<file path="src/rtl/mips_pkg.sv">
// Shared MIPS-style constants and the fetch queue entry type.
// FETCH_PREDECODE_EN adds a predecoded is_branch bit to each entry.
package mips_pkg;
  localparam int INSTR_W = 32;
  localparam int FETCH_PC_W = 64;

  localparam logic [5:0] OP_RTYPE = 6'b000000;
  localparam logic [5:0] OP_ADDI  = 6'b000001;
  localparam logic [5:0] OP_LW    = 6'b000100;
  localparam logic [5:0] OP_SW    = 6'b000101;
  localparam logic [5:0] OP_BEQ   = 6'b000110;

  // pc is held at the widest supported width; unused upper bits stay zero
  typedef struct packed {
    logic [INSTR_W-1:0]    instr;
    logic [FETCH_PC_W-1:0] pc;
`ifdef FETCH_PREDECODE_EN
    logic                  is_branch;
`endif
  } fetch_entry_t;

`ifdef FETCH_PREDECODE_EN
  function automatic logic is_beq(input logic [INSTR_W-1:0] w);
    return w[31:26] == OP_BEQ;
  endfunction
`endif
endpackage

</file>
<file path="src/rtl/fetch_fifo.sv">
// Two-entry fetch queue with flush; head is driven straight from storage.
// Entry layout depends on FETCH_PREDECODE_EN via mips_pkg.
module fetch_fifo
  import mips_pkg::*;
(
  input  logic         clk,
  input  logic         rst,
  input  logic         flush,
  input  logic         push,
  input  fetch_entry_t push_data,
  input  logic         pop,
  output logic [1:0]   occ,
  output logic         head_valid,
  output fetch_entry_t head
);
  fetch_entry_t mem [2];
  logic wr_ptr;
  logic rd_ptr;
  logic do_pop;

  assign do_pop = pop && (occ != 2'd0);

  always_ff @(posedge clk) begin
    if (rst) begin
      mem[0] <= '0;
      mem[1] <= '0;
      wr_ptr <= 1'b0;
      rd_ptr <= 1'b0;
      occ    <= 2'd0;
    end else if (flush) begin
      wr_ptr <= 1'b0;
      rd_ptr <= 1'b0;
      occ    <= 2'd0;
    end else begin
      if (push) begin
        mem[wr_ptr] <= push_data;
        wr_ptr      <= ~wr_ptr;
      end
      if (do_pop)
        rd_ptr <= ~rd_ptr;
      case ({push, do_pop})
        2'b10:   occ <= occ + 2'd1;
        2'b01:   occ <= occ - 2'd1;
        default: occ <= occ;
      endcase
    end
  end

  assign head_valid = occ != 2'd0;
  assign head       = mem[rd_ptr];
endmodule

</file>
<file path="src/rtl/instr_fetch_unit.sv">
// Fetch stage: PC, 1-cycle imem reads, 2-entry queue, branch redirect.
// FETCH_PREDECODE_EN adds the out_is_branch port.
module instr_fetch_unit
  import mips_pkg::*;
#(
  parameter int                ADDR_W   = 32,
  parameter logic [ADDR_W-1:0] RESET_PC = '0
) (
  input  logic              clk,
  input  logic              rst,
  output logic              imem_req,
  output logic [ADDR_W-1:0] imem_addr,
  input  logic [31:0]       imem_rdata,
  input  logic              branch_taken,
  input  logic [ADDR_W-1:0] branch_target,
  output logic              out_valid,
  input  logic              out_ready,
  output logic [31:0]       out_instr,
  output logic [ADDR_W-1:0] out_pc
`ifdef FETCH_PREDECODE_EN
  ,
  output logic              out_is_branch
`endif
);
  logic [ADDR_W-1:0] pc;
  logic [ADDR_W-1:0] inflight_pc;
  logic              inflight;
  logic              pop;
  logic [1:0]        occ;
  logic              head_valid;
  fetch_entry_t      push_data;
  fetch_entry_t      head;

  assign pop = head_valid && out_ready;

  // occ + inflight - pop < 2, rearranged to stay unsigned
  assign imem_req = !rst && !branch_taken &&
    (({1'b0, occ} + {2'b00, inflight}) < (3'd2 + {2'b00, pop}));
  assign imem_addr = pc;

  always_comb begin
    push_data       = '0;
    push_data.instr = imem_rdata;
    push_data.pc    = FETCH_PC_W'(inflight_pc);
`ifdef FETCH_PREDECODE_EN
    push_data.is_branch = is_beq(imem_rdata);
`endif
  end

  always_ff @(posedge clk) begin
    if (rst) begin
      pc          <= RESET_PC;
      inflight    <= 1'b0;
      inflight_pc <= RESET_PC;
    end else if (branch_taken) begin
      pc       <= branch_target & ~ADDR_W'(3);
      inflight <= 1'b0;
    end else begin
      inflight <= imem_req;
      if (imem_req) begin
        pc          <= pc + ADDR_W'(4);
        inflight_pc <= pc;
      end
    end
  end

  fetch_fifo u_fifo (
    .clk        (clk),
    .rst        (rst),
    .flush      (branch_taken),
    .push       (inflight),
    .push_data  (push_data),
    .pop        (pop),
    .occ        (occ),
    .head_valid (head_valid),
    .head       (head)
  );

  assign out_valid = head_valid;
  assign out_instr = head.instr;
  assign out_pc    = ADDR_W'(head.pc);
`ifdef FETCH_PREDECODE_EN
  assign out_is_branch = head.is_branch;
`endif
endmodule

</file>
<file path="config.mk">
export PLATFORM = sky130hd
export DESIGN_NAME = instr_fetch_unit
export DESIGN_NICKNAME = d
export VERILOG_FILES = /design/src/rtl/mips_pkg.sv /design/src/rtl/fetch_fifo.sv /design/src/rtl/instr_fetch_unit.sv
export SDC_FILE = /design/constraint.sdc
export NUM_CORES = 1
export LEC_CHECK = 0
export ABC_AREA = 1
export CAP_MARGIN = 20
export CORE_AREA = 4 4 177 179
export CTS_BUF_LIST = sky130_fd_sc_hd__clkbuf_16
export CTS_CLUSTER_DIAMETER = 200
export DETAILED_ROUTE_END_ITERATION = 6
export DIE_AREA = 0 0 181 183
export GPL_TIMING_DRIVEN = 0
export HOLD_SLACK_MARGIN = 0.15
export RECOVER_POWER = 50
export SYNTH_ARGS = -nofsm -noshare
export SYNTH_HDL_FRONTEND = slang
export SYNTH_SLANG_ARGS = --single-unit
</file>
<file path="constraint.sdc">
create_clock -name clk -period 6.1 [get_ports clk]
set_input_delay 1.22 -clock clk [delete_from_list [all_inputs] [get_ports clk]]
set_output_delay 1.22 -clock clk [all_outputs]
set_load 0.01 [all_outputs]
</file>
met4.png
Scale: 2 px per µm.
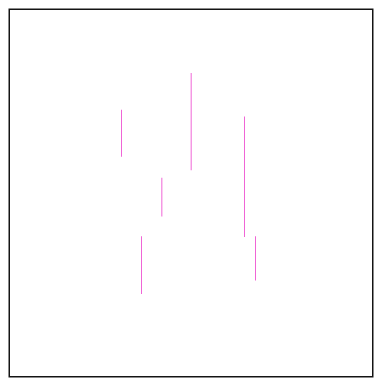
nets with wire on the layer: 3
share of all routed wire: 0.89%
wire length on this layer: 201 µm
main direction: vertical
longest straight run: 59.8 µm
final WL: 22600 µm
routed via count: 6661

pins.png
Scale: 2 px per µm. Pins as bars across the die edge, other pins in grey.
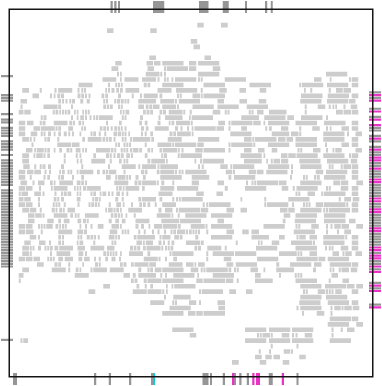
[imem_rdata] magenta | pins: 32 | direction: input | edge: 27 east, 5 south
[out_valid] cyan | pins: 1 | direction: output | edge: south

gate_families.png
Scale: 2 px per µm.
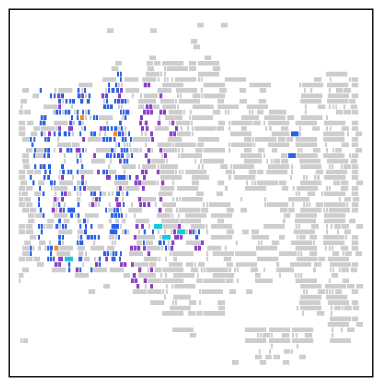
[inverting AOI/OAI gates] purple | cells: 107 | most used: a21oi_1
[AND and OR gates] orange | cells: 3 | most used: and2_1
[adder and majority cells] cyan | cells: 4 | most used: ha_1 | where: centre
[NAND gates] blue | cells: 219 | most used: nand2_1

final_clocks.png
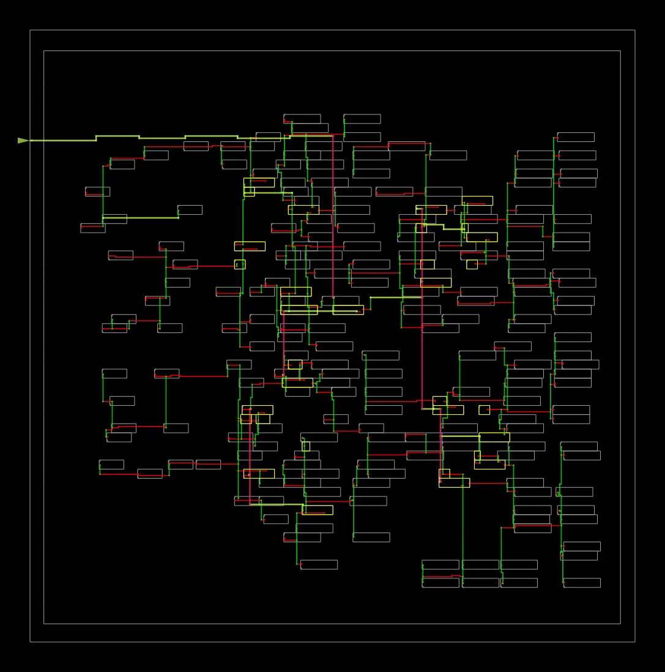
Insertion Delay late pin: 0.43 ns
Clock Power: 1100 µW
clock skew: 0.0150 ns
Clock buffer cells: 17
Flop Count: 190

metal_stack.png
Scale: 1.5 px per µm. Only two layers are drawn.
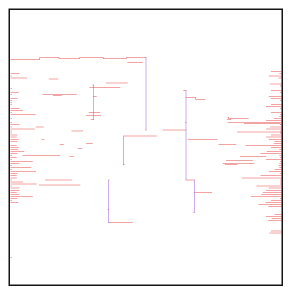
[met4] purple | wire length: 201 µm
[met3] red | wire length: 1280 µm
Wirelength per Cell: 14.9 µm
Total GRT Usage: 13.7%

==> impl_metrics.json <==
{
  "dp_hpwl_um": 16400,
  "peakVddDrop_mv": 0.212,
  "yosys_area_um2": 8810,
  "core_um2": 29600,
  "yosys_cells": 933,
  "postCtsSetupBuffers": 0,
  "synth_area_um2": 8810,
  "port_buffers": 158,
  "row_count": 63,
  "max_freq_mhz": 202,
  "wl_met1_um": 10800,
  "powerDensity_nw_per_um2": 251,
  "largest_area_cell": "edfxtp_1",
  "crit_top_cell": "nand2_1",
  "viasPerCell": 4.39,
  "cts.reportedPaths.clkPinSlew_ns": 0.07,
  "area_leaders": "edfxtp_1, dfxtp_1, mux2_2, nor2_1, nand2_1",
  "fin_crit_sh_pct": 81.2,
  "syn_inst": 933,
  "status": "completed",
  "numSynthFlops": 190,
  "met2_length_um": 10300,
  "numCtsBuffers": 17,
  "grt_pass1_vias": 6586,
  "lay_top_cells": "nor2_1, nand2_1, clkdlybuf4s50_1",
  "ant_nets": 0,
  "endpoint_kind": "output port"
}
-- logic make-up (layout without fill, tap and decap cells) --
kind of cell / Yosys count / after routing / share of synthesized area (%)
and+or+nand+nor: 395 / 395 / 19.1
adders and majority gates: 4 / 4 / 0.568
other: 1 / 4 / 0.0425
DFF: 190 / 190 / 57.2
AOI/OAI and AO/OA: 108 / 108 / 6.33
buffers and inverters: 168 / 358 / 8.29
xor gates and xnor gates: 5 / 5 / 0.497
muxes: 62 / 62 / 7.92
-- final cells by class --
cell class | instances | area, µm²
multi-input cells | 578 | 3060
clock buffers | 17 | 425
well taps | 390 | 488
plain buffers | 46 | 209
clock inverters | 15 | 153
repair buffers | 158 | 1580
fillers | 3031 | 18100
flip-flops and latches | 190 | 5040
inverters | 122 | 459
-- per-stage QoR --
step	util (%)	instances	hold WS (ns)	power [µW]
CTS	38.9	1516	0.450	2920
finish	38.6	1516	0.451	2870
global route	38.6	1516	0.468	2990
floorplan	-	936	0.425	1640
global placement	36.9	1484	0.437	1810
detailed placement	36.9	1484	0.442	1820
-- power by group --
group	leakage [µW]	switching, µW	internal (µW)
sequential	0.00183	37.4	1430
clock	0.000290	515	580
combinational	0.00242	160	145
total	0.00454	713	2150
-- worst register-to-register path, delay by kind of cell, from the launching register on --
kind,cells,cell delay [ns]
buffers and inverters,2,0.59
DFF,1,0.34
and+or+nand+nor,3,1.02
-- synthesized netlist by cell type, types with 9 or more instances --
library cell  instances
inv_1               116
buf_2                23
nor2_1              159
nor2_2                9
mux2_2               62
nand2_1             148
nand3_1              61
dfxtp_1              66
clkbuf_1             10
edfxtp_1            124
o21ai_0              40
a21oi_1              59
Power is estimated from default activity; no workload was simulated.
